==> src/rtl/load_store_unit_if.sv <==
// load_store_unit_if: CPU-side request/response handshake of the load/store unit.
interface load_store_unit_if #(
    parameter int BASE_BIT_WIDTH = 8,
    parameter int ADDR_WIDTH = 12
) ();
    logic                        req_valid;
    logic                        req_ready;
    logic                        req_we;
    logic [1:0]                  req_dlen;
    logic                        req_signed;
    logic [ADDR_WIDTH-1:0]       req_addr;
    logic [4*BASE_BIT_WIDTH-1:0] req_wdata;
    logic                        resp_valid;
    logic                        resp_ready;
    logic [4*BASE_BIT_WIDTH-1:0] resp_rdata;
    logic                        resp_fault;

    modport master (
        output req_valid, req_we, req_dlen, req_signed, req_addr, req_wdata, resp_ready,
        input  req_ready, resp_valid, resp_rdata, resp_fault
    );

    modport slave (
        input  req_valid, req_we, req_dlen, req_signed, req_addr, req_wdata, resp_ready,
        output req_ready, resp_valid, resp_rdata, resp_fault
    );
endinterface

==> src/rtl/load_store_unit.sv <==
// load_store_unit: single-outstanding CPU load/store bridge to a byte-addressed memory
// with size-based extension and top-of-address-space fault detection.
module load_store_unit #(
    parameter int BASE_BIT_WIDTH = 8,
    parameter int ADDR_WIDTH = 12
) (
    input  logic                        clk,
    input  logic                        rst,
    load_store_unit_if.slave            cpu,
    output logic [ADDR_WIDTH-1:0]       mem_addr,
    output logic [4*BASE_BIT_WIDTH-1:0] mem_data,
    output logic                        mem_we,
    output logic [1:0]                  mem_dlen,
    input  logic [4*BASE_BIT_WIDTH-1:0] mem_q
);
    localparam int BW = BASE_BIT_WIDTH;
    localparam int W = 4 * BW;

    typedef enum logic [1:0] {IDLE, ACCESS, RESP} state_t;

    state_t                state, nxt;
    logic                  we_q, sgn_q, fault_q, resp_fault_q;
    logic [1:0]            dlen_q;
    logic [ADDR_WIDTH-1:0] addr_q;
    logic [W-1:0]          wdata_q, rdata_q, ext;
    logic                  fault;

    // one extra bit so an access running past the top address is caught, never wrapped
    assign fault = ({1'b0, cpu.req_addr} + {{(ADDR_WIDTH-1){1'b0}}, cpu.req_dlen})
                   > {1'b0, {ADDR_WIDTH{1'b1}}};

    always_comb begin
        nxt = state == IDLE   ? (cpu.req_valid ? ACCESS : IDLE) :
              state == ACCESS ? RESP :
              (cpu.resp_ready ? IDLE : RESP);
        ext = dlen_q == 2'd0 ? {{(3*BW){sgn_q & mem_q[BW-1]}},   mem_q[BW-1:0]}   :
              dlen_q == 2'd1 ? {{(2*BW){sgn_q & mem_q[2*BW-1]}}, mem_q[2*BW-1:0]} :
              dlen_q == 2'd2 ? {{BW{sgn_q & mem_q[3*BW-1]}},     mem_q[3*BW-1:0]} :
              mem_q;
    end

    always_ff @(posedge clk or posedge rst) begin
        if (rst) begin
            state        <= IDLE;
            we_q         <= 1'b0;
            sgn_q        <= 1'b0;
            fault_q      <= 1'b0;
            dlen_q       <= '0;
            addr_q       <= '0;
            wdata_q      <= '0;
            rdata_q      <= '0;
            resp_fault_q <= 1'b0;
        end else begin
            state <= nxt;
            if (state == IDLE && cpu.req_valid) begin
                we_q    <= cpu.req_we;
                sgn_q   <= cpu.req_signed;
                fault_q <= fault;
                dlen_q  <= cpu.req_dlen;
                addr_q  <= cpu.req_addr;
                wdata_q <= cpu.req_wdata;
            end
            if (state == ACCESS) begin
                rdata_q      <= (we_q | fault_q) ? '0 : ext;
                resp_fault_q <= fault_q;
            end
        end
    end

    assign cpu.req_ready  = state == IDLE;
    assign cpu.resp_valid = state == RESP;
    assign cpu.resp_rdata = rdata_q;
    assign cpu.resp_fault = resp_fault_q;
    assign mem_addr       = addr_q;
    assign mem_data       = wdata_q;
    assign mem_dlen       = dlen_q;
    assign mem_we         = state == ACCESS && we_q && !fault_q;
endmodule

==> src/flat_wrapper.sv <==
// flat-port wrapper written by rule: the top's interface ports become plain ports
module load_store_unit_flat 
#(
    parameter int BASE_BIT_WIDTH = 8,
    parameter int ADDR_WIDTH = 12
)
  (clk, rst, mem_addr, mem_data, mem_we, mem_dlen, mem_q, cpu_req_valid, cpu_req_we, cpu_req_dlen, cpu_req_signed, cpu_req_addr, cpu_req_wdata, cpu_resp_ready, cpu_req_ready, cpu_resp_valid, cpu_resp_rdata, cpu_resp_fault);
  load_store_unit_if #(.BASE_BIT_WIDTH(BASE_BIT_WIDTH), .ADDR_WIDTH(ADDR_WIDTH)) cpu_i ();
  input  logic clk;
  input  logic rst;
  output logic [ADDR_WIDTH-1:0] mem_addr;
  output logic [4*BASE_BIT_WIDTH-1:0] mem_data;
  output logic mem_we;
  output logic [1:0] mem_dlen;
  input  logic [4*BASE_BIT_WIDTH-1:0] mem_q;
  input wire logic [$bits(cpu_i.req_valid)-1:0] cpu_req_valid;
  input wire logic [$bits(cpu_i.req_we)-1:0] cpu_req_we;
  input wire logic [$bits(cpu_i.req_dlen)-1:0] cpu_req_dlen;
  input wire logic [$bits(cpu_i.req_signed)-1:0] cpu_req_signed;
  input wire logic [$bits(cpu_i.req_addr)-1:0] cpu_req_addr;
  input wire logic [$bits(cpu_i.req_wdata)-1:0] cpu_req_wdata;
  input wire logic [$bits(cpu_i.resp_ready)-1:0] cpu_resp_ready;
  output wire logic [$bits(cpu_i.req_ready)-1:0] cpu_req_ready;
  output wire logic [$bits(cpu_i.resp_valid)-1:0] cpu_resp_valid;
  output wire logic [$bits(cpu_i.resp_rdata)-1:0] cpu_resp_rdata;
  output wire logic [$bits(cpu_i.resp_fault)-1:0] cpu_resp_fault;
  assign cpu_i.req_valid = cpu_req_valid;
  assign cpu_i.req_we = cpu_req_we;
  assign cpu_i.req_dlen = cpu_req_dlen;
  assign cpu_i.req_signed = cpu_req_signed;
  assign cpu_i.req_addr = cpu_req_addr;
  assign cpu_i.req_wdata = cpu_req_wdata;
  assign cpu_i.resp_ready = cpu_resp_ready;
  assign cpu_req_ready = cpu_i.req_ready;
  assign cpu_resp_valid = cpu_i.resp_valid;
  assign cpu_resp_rdata = cpu_i.resp_rdata;
  assign cpu_resp_fault = cpu_i.resp_fault;
  load_store_unit #(.BASE_BIT_WIDTH(BASE_BIT_WIDTH), .ADDR_WIDTH(ADDR_WIDTH)) u_core (.clk(clk), .rst(rst), .cpu(cpu_i), .mem_addr(mem_addr), .mem_data(mem_data), .mem_we(mem_we), .mem_dlen(mem_dlen), .mem_q(mem_q));
endmodule
==> config.mk <==
export PLATFORM = sky130hd
export DESIGN_NAME = load_store_unit_flat
export DESIGN_NICKNAME = d
export VERILOG_FILES = /design/src/rtl/load_store_unit_if.sv /design/src/rtl/load_store_unit.sv /design/src/flat_wrapper.sv
export SDC_FILE = /design/constraint.sdc
export NUM_CORES = 1
export LEC_CHECK = 0
export ABC_AREA = 1
export CAP_MARGIN = 10
export CORE_MARGIN = 2
export CORE_UTILIZATION = 44
export DETAILED_ROUTE_END_ITERATION = 7
export GPL_TIMING_DRIVEN = 0
export HOLD_SLACK_MARGIN = 0.03
export PLACE_DENSITY = 0.85
export SYNTH_ARGS = -nofsm -noshare
export SYNTH_HDL_FRONTEND = slang
export SYNTH_SLANG_ARGS = --single-unit
==> constraint.sdc <==
create_clock -name clk -period 6.9 [get_ports clk]
set_input_delay 2.07 -clock clk [delete_from_list [all_inputs] [get_ports clk]]
set_output_delay 2.07 -clock clk [all_outputs]
set_load 0.005 [all_outputs]
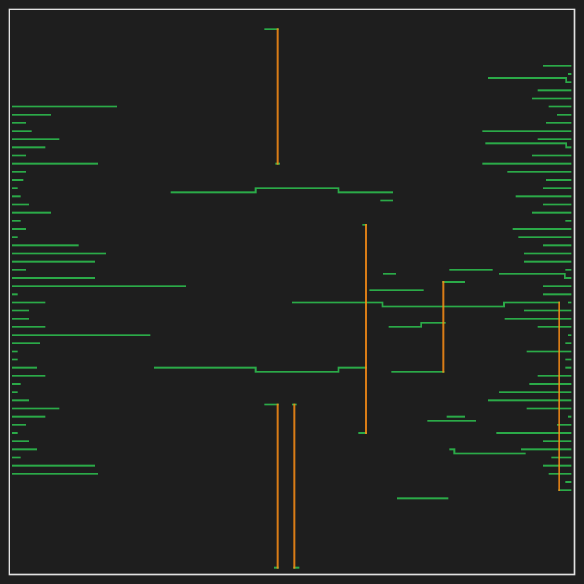
(signal wires by layer)
(6 px per um) Only two layers are drawn.
Key: M3 = green [wire length 781 um]; M4 = orange [wire length 158 um]

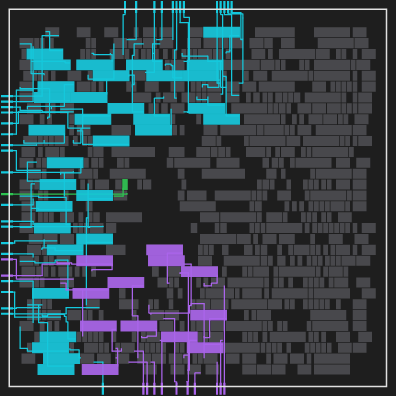
(I/O nets highlighted)
(4 px per um)
Key: `mem_addr` = purple [direction output, end cells 12, buffers 12, wire 352 um]; `mem_data` = cyan [direction output, end cells 32, buffers 32, wire 988 um]; `cpu_resp_valid` = green [direction output, end cells 1, buffers 1, wire 33.3 um]

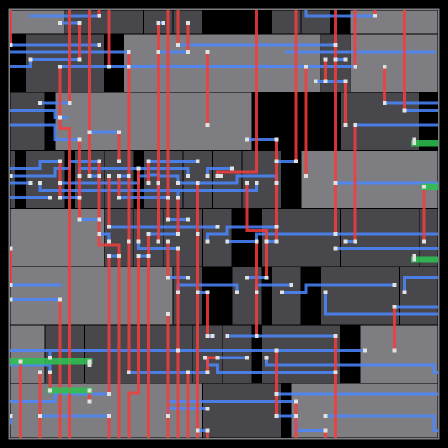
(a small window of the routed layout)
Region (60, 60) to (80, 80) um. Cells in grey, sequential cells in the stronger grey; small squares are vias.
Key: M2 = red; M1 = blue; M3 = green
Netlist names of flops here include `u_core.cpu.resp_rdata` (6). Sequential cells in the window: 6. 32 logic cells have their middle in the window. Most frequent: clkdlybuf4s50_1 (7), dfrtp_1 (6), nor2_1 (5).

==> impl_summary.log <==
[metrics] run summary
[metrics] power of the sequential group: 841 uW
[metrics] most instantiated logic cell after routing: sky130_fd_sc_hd__nand2_1
[metrics] clock-cell share of area: 3.680%
[metrics] FF+latch area: 2102 um^2
[metrics] number of warnings printed during yosys synthesis: 0
[metrics] final-report hold violation count: 0
[metrics] placed standard-cell area: 5370 um^2
[metrics] hold bufs inserted after CTS: 0
[metrics] origin of the critical flop-to-flop path: u_core.mem_dlen[1]
[metrics] fin worst setup slack: 2.886 ns
[metrics] cell count in the Yosys report: 439
[metrics] clock tree buffer depth: 2
[metrics] First-pass DRT Iterations: 4
[metrics] Post-CTS Repair Setup Buffers: 0
[metrics] IO buf count: 165
[metrics] XOR/XNOR Area Share: 0%
[metrics] area of the multi-input gates: 1272 um^2
[metrics] maximum cell stage delay along the critical path: 0.56 ns
[metrics] switching share of power: 33.37%
[metrics] Worst Hold Slack: between 0.4 and 0.5 ns
[metrics] global routing met1 resource utilization: 28.45%
[metrics] number of buffers added by the clock tree synthesis step: 9
[metrics] timing startpoint of the critical path: u_core.state[1]
[metrics] Top power group: combinational logic
[metrics] most area-consuming cells after synthesis: sky130_fd_sc_hd__dfrtp_1 (59%), sky130_fd_sc_hd__nand2_1 (27%), sky130_fd_sc_hd__nor2_1 (3.2%)
[metrics] startpoint of the worst hold path: u_core.mem_data[31]
[metrics] WL met3: 780 um
[metrics] cell at the root of the clock tree: sky130_fd_sc_hd__clkbuf_8
[metrics] transition time at the pin with the least slew margin: 0.5053 ns
[metrics] highest routing layer actually used: met4
[metrics] class of the most critical hold timing path: flop to flop
[metrics] commonest cells in the synthesized netlist: sky130_fd_sc_hd__nand2_1 (260), sky130_fd_sc_hd__dfrtp_1 (84), sky130_fd_sc_hd__nor2_1 (30), sky130_fd_sc_hd__inv_1 (20), sky130_fd_sc_hd__o21ai_0 (13)
[metrics] Primary FF master, synth: sky130_fd_sc_hd__dfrtp_1
[metrics] Worst slew margin: 66.19%
[metrics] count of non-CTS inverters in the layout: 22
[metrics] setup skew after layout: 0.008440 ns
[metrics] number of vias in the routed layout: 3327
[metrics] die x size: 93.96 um
[metrics] area fraction in compound gates after synthesis: 1.827%
[metrics] met2 track demand over resource in global routing: between 30% and 40%
[metrics] fraction of the mapped netlist area in adder cells: 0.9136%
[metrics] worst path arrival time: 1.94 ns
[metrics] tool warning count: 28
[metrics] Final HPWL DP: just over 7000 um
[metrics] cell type group with the largest total delay on the critical path: buffers and inverters
[metrics] Internal Dissipation: 1469 uW
[metrics] Comb area share: 22.82%
[metrics] Synth mux share: 0.3162%
[metrics] largest net degree at the start of global routing: roughly 74
[metrics] number of cells on the worst hold path: 2
[metrics] number of non-clock buffers: 184
[metrics] Worst setup endpoint: mem_we
[metrics] number of instances in the synthesized netlist: between 400 and 500
[metrics] Overall Global Routing Usage: 23.07%
[metrics] sum of buffers and inverters on the critical path: 3
[metrics] worst path cell trace: inv_1 -> nand2_2 -> buf_2 -> nor3_1 -> clkdlybuf4s50_1
[metrics] result of the run: completed
[metrics] count of max-cap constraint violations: 0
[metrics] power per standard cell area: 395.6 nW/um^2
[metrics] vertical extent of the die: 93.96 um
[metrics] maximum net fanout on the critical path: 10
[metrics] first-pass GRT wire length: about 16000 um
[metrics] vias per inst: approximately 4.6
[metrics] count of clock buffers in the final design: 10
[metrics] Setup-failing EPs final: 0
Power is estimated from default activity; no workload was simulated.
